Wiring by layer:
(6 px per um) Two of the layers only.
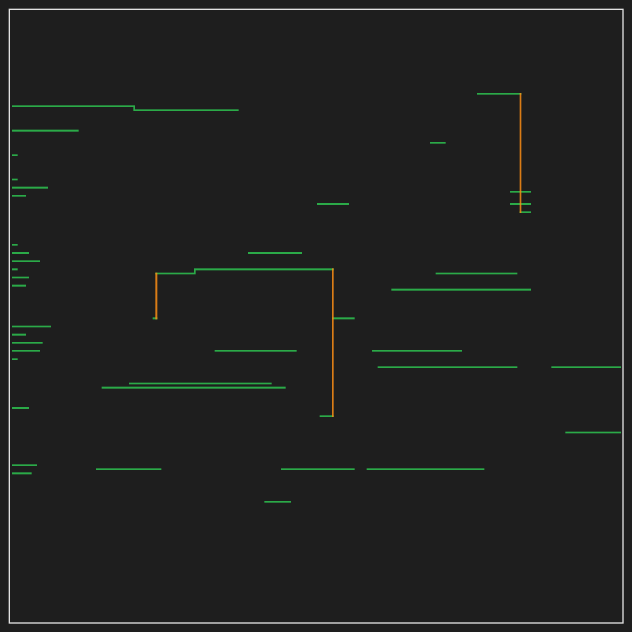
Wires at chosen ports, followed through buffers:
(4 px per um)
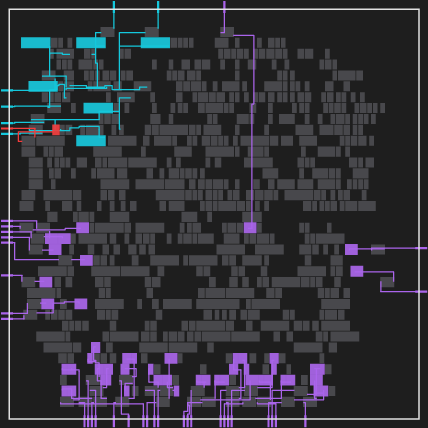
Met2 routing:
(4 px per um) Cells faint in the background.
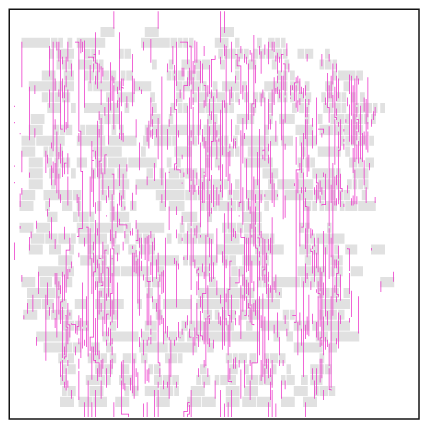
### src/rtl/cix_iter.sv
// cix_iter: iterative CLZ/CTZ/PCNT/CLO unit that scans one 2**STEP-bit chunk per clock.
// Optional build macro CIX_ITER_EARLY_EN ends the scan on the first nonzero chunk.
module cix_iter #(
  parameter int ORDER = 5,
  parameter int STEP  = 3
) (
  input  logic                clock,
  input  logic                reset,
  input  logic                in_valid,
  output logic                in_ready,
  input  logic [1:0]          in_mode,
  input  logic [2**ORDER-1:0] in_word,
  output logic                out_valid,
  input  logic                out_ready,
  output logic [ORDER:0]      out_count,
  output logic                out_zero
);

  localparam int W  = 2**ORDER;
  localparam int C  = 2**STEP;
  localparam int N  = W / C;
  localparam int IW = (ORDER > STEP) ? (ORDER - STEP) : 1;
  localparam logic [ORDER:0] ONE = 1;

  typedef enum logic [1:0] {IDLE, SCAN, DONE} state_t;

  state_t         state, state_nxt;
  logic [W-1:0]   operand;
  logic [ORDER:0] count, add;
  logic [IW-1:0]  idx;
  logic           from_low, pcnt, stopped;
  logic [C-1:0]   chunk;
  logic           last, hit;

  function automatic logic [ORDER:0] popc(input logic [C-1:0] v);
    logic [ORDER:0] r;
    r = '0;
    for (int i = 0; i < C; i++) r = r + {{ORDER{1'b0}}, v[i]};
    return r;
  endfunction

  function automatic logic [ORDER:0] lzc(input logic [C-1:0] v);
    logic [ORDER:0] r;
    logic           found;
    r = '0;
    found = 1'b0;
    for (int i = C - 1; i >= 0; i--) begin
      if (!found) begin
        if (v[i]) found = 1'b1;
        else      r = r + ONE;
      end
    end
    return r;
  endfunction

  function automatic logic [ORDER:0] tzc(input logic [C-1:0] v);
    logic [ORDER:0] r;
    logic           found;
    r = '0;
    found = 1'b0;
    for (int i = 0; i < C; i++) begin
      if (!found) begin
        if (v[i]) found = 1'b1;
        else      r = r + ONE;
      end
    end
    return r;
  endfunction

  // CLO is folded into CLZ at accept time, so the scan only knows two directions.
  always_comb begin
    chunk     = from_low ? operand[C-1:0] : operand[W-1 -: C];
    last      = (idx == IW'(N - 1));
    hit       = !pcnt && !stopped && (chunk != '0);
    add       = '0;
    state_nxt = state;
    if (pcnt)          add = popc(chunk);
    else if (!stopped) add = from_low ? tzc(chunk) : lzc(chunk);
    case (state)
      IDLE: if (in_valid) state_nxt = SCAN;
      SCAN: begin
        if (last) state_nxt = DONE;
`ifdef CIX_ITER_EARLY_EN
        if (hit) state_nxt = DONE;
`endif
      end
      DONE: if (out_ready) state_nxt = IDLE;
      default: state_nxt = IDLE;
    endcase
  end

  always_ff @(posedge clock) begin
    if (reset) begin
      state    <= IDLE;
      operand  <= '0;
      count    <= '0;
      idx      <= '0;
      from_low <= 1'b0;
      pcnt     <= 1'b0;
      stopped  <= 1'b0;
    end else begin
      state <= state_nxt;
      case (state)
        IDLE: if (in_valid) begin
          operand  <= (in_mode == 2'b11) ? ~in_word : in_word;
          from_low <= (in_mode == 2'b01);
          pcnt     <= (in_mode == 2'b10);
          count    <= '0;
          idx      <= '0;
          stopped  <= 1'b0;
        end
        SCAN: begin
          count   <= count + add;
          idx     <= idx + IW'(1);
          operand <= from_low ? (operand >> C) : (operand << C);
          if (hit) stopped <= 1'b1;
        end
        default: ;
      endcase
    end
  end

  assign in_ready  = (state == IDLE);
  assign out_valid = (state == DONE);
  assign out_count = count;
  assign out_zero  = (count == '0);

endmodule

### config.mk
export PLATFORM = sky130hd
export DESIGN_NAME = cix_iter
export DESIGN_NICKNAME = d
export VERILOG_FILES = /design/src/rtl/cix_iter.sv
export SDC_FILE = /design/constraint.sdc
export NUM_CORES = 1
export LEC_CHECK = 0
export ABC_AREA = 1
export CORE_MARGIN = 2
export CORE_UTILIZATION = 40
export DETAILED_ROUTE_END_ITERATION = 10
export SLEW_MARGIN = 30
export SYNTH_ARGS = -nofsm -noshare
export SYNTH_HDL_FRONTEND = slang
export SYNTH_SLANG_ARGS = --single-unit
export TNS_END_PERCENT = 30
### constraint.sdc
create_clock -name clock -period 9.21 [get_ports clock]
set_input_delay 0.921 -clock clock [delete_from_list [all_inputs] [get_ports clock]]
set_output_delay 0.921 -clock clock [all_outputs]
set_load 0.005 [all_outputs]
==> notes.md <==
The full implementation flow was run.

The final worst-path setup slack stands at 2.805 ns. The combinational share of cell area stands at 57.22%. Summing the areas of all xor and xnor instances in the mapped netlist gives about 3.6% of the synthesized area. The final layout report lists a filler cell count of 979. TritonCTS built the clock tree. Per STA, the worst path accumulates the most delay in the family simple AND/OR/NAND/NOR gates.

The stat command in Yosys gives a chip area of 3845 sq um. The share of cells above drive strength 1 stands at about a tenth. The flow ran to the end, and the final reports show no timing, DRC or antenna violations.

The total cells reported by yosys after synthesis stands at 605. Entering global routing, the biggest net connects 45 pins. Per the OpenROAD floorplan log, the area of the core is 9284 sq um. Dividing the synthesized area by the synthesized cell count gives ~6.4 sq um. The synthesized netlist contains 39 unique library cells. The yosys warning tally stands at 0. The clock net in this run drives a total of 45 sinks. The worst setup path is launched from a flop. TritonCTS created 5 clock buffers. The report lists the number of cells resized after CTS as 0. In the setup report, the worst path falls into the class reg -> reg. The maximum clock rate stands at 156.1 MHz. The power share of the combinational group stands at approximately 50%. Before any placement, the netlist area is recorded as between 3000 and 4000 sq um.

Yosys reports that the most numerous cell types are nand2_1 (154), a21oi_1 (68), inv_1 (58), dfxtp_1 (45). The switching component of the power was reported as 0.0003350 W. The via count of the first global-routing pass is 3696. The synthesis report gives the async set-or-reset register share as 0%. Per the layout report, the design carries 7 clock buffers.

The first routing iteration left roughly 190 violations. The worst supply voltage drop on vdd stands at 0.09337 mV. The area fraction in and, or, nand and nor cells after synthesis stands at 33.42%.

The wire length of the first global-routing pass stands at 17.09 mm. Clock tree synthesis selected as its root buffer the cell clkbuf_8. The combinational power stands at 0.000398 W.

The DRC violation count after routing stands at 0. For this run, the total global-route usage over all layers was measured as between 20% and 30%. After synthesis, the largest family of logic cells by area is simple AND/OR/NAND/NOR gates. The finished layout reports a core utilization of 48.54%. The flow reports that sequential cells draw 29.8% of the design power.
-- 'wiring by layer' (at the start) --
- met4: orange (wire length 51.7 um)
- met3: green (wire length 373 um)
average detailed-routed wire length per instance: 12.96 um
final wirelength: 9.912 mm

-- 'wires at chosen ports, followed through buffers' (at the start) --
- `out_zero`: red (direction output; end cells 1; buffers 1; wire 20.0 um)
- `in_word`: purple (direction input; end cells 50; buffers 32; wire 575 um)
- `out_count`: cyan (direction output; end cells 6; buffers 6; wire 231 um)
tally of buffers added on design ports: 46
io pins: 47

-- 'met2 routing' (at the start) --
- share of all routed wire: 45%
- main direction: vertical
global routing usage on met2: 33.05%
via total after detailed routing: 3903

==> sequential cells by signal (all words and copies together), names as in the netlist <==
name and count:
from_low 1, idx 2, operand 32, out_count 6, pcnt 1, state 2
stopped 1
==> final timing paths <==
kind | from | endpoint | slack, ns | cells past startpoint
max | from_low | out_count[5] | 2.80 | 45
min | idx[1] | idx[1] | 0.47 | 2
max reg2reg | from_low | out_count[5] | 2.80 | 45
min reg2reg | idx[1] | idx[1] | 0.47 | 2
==> metal layers <==
| metal | share of wire (%) | vias up | wire [um] | track usage, % |
|---|---|---|---|---|
| li1 | - | 2053 | - | - |
| met1 | 51 | 1779 | 5059 | 28.77 |
| met2 | 45 | 64 | 4427 | 33.05 |
| met3 | 3.8 | 7 | 373 | 2.189 |
| met4 | 0.51 | 0 | 51 | 4.000 |
| met5 | 0 | - | 0 | 0 |
Power is estimated from default activity; no workload was simulated.
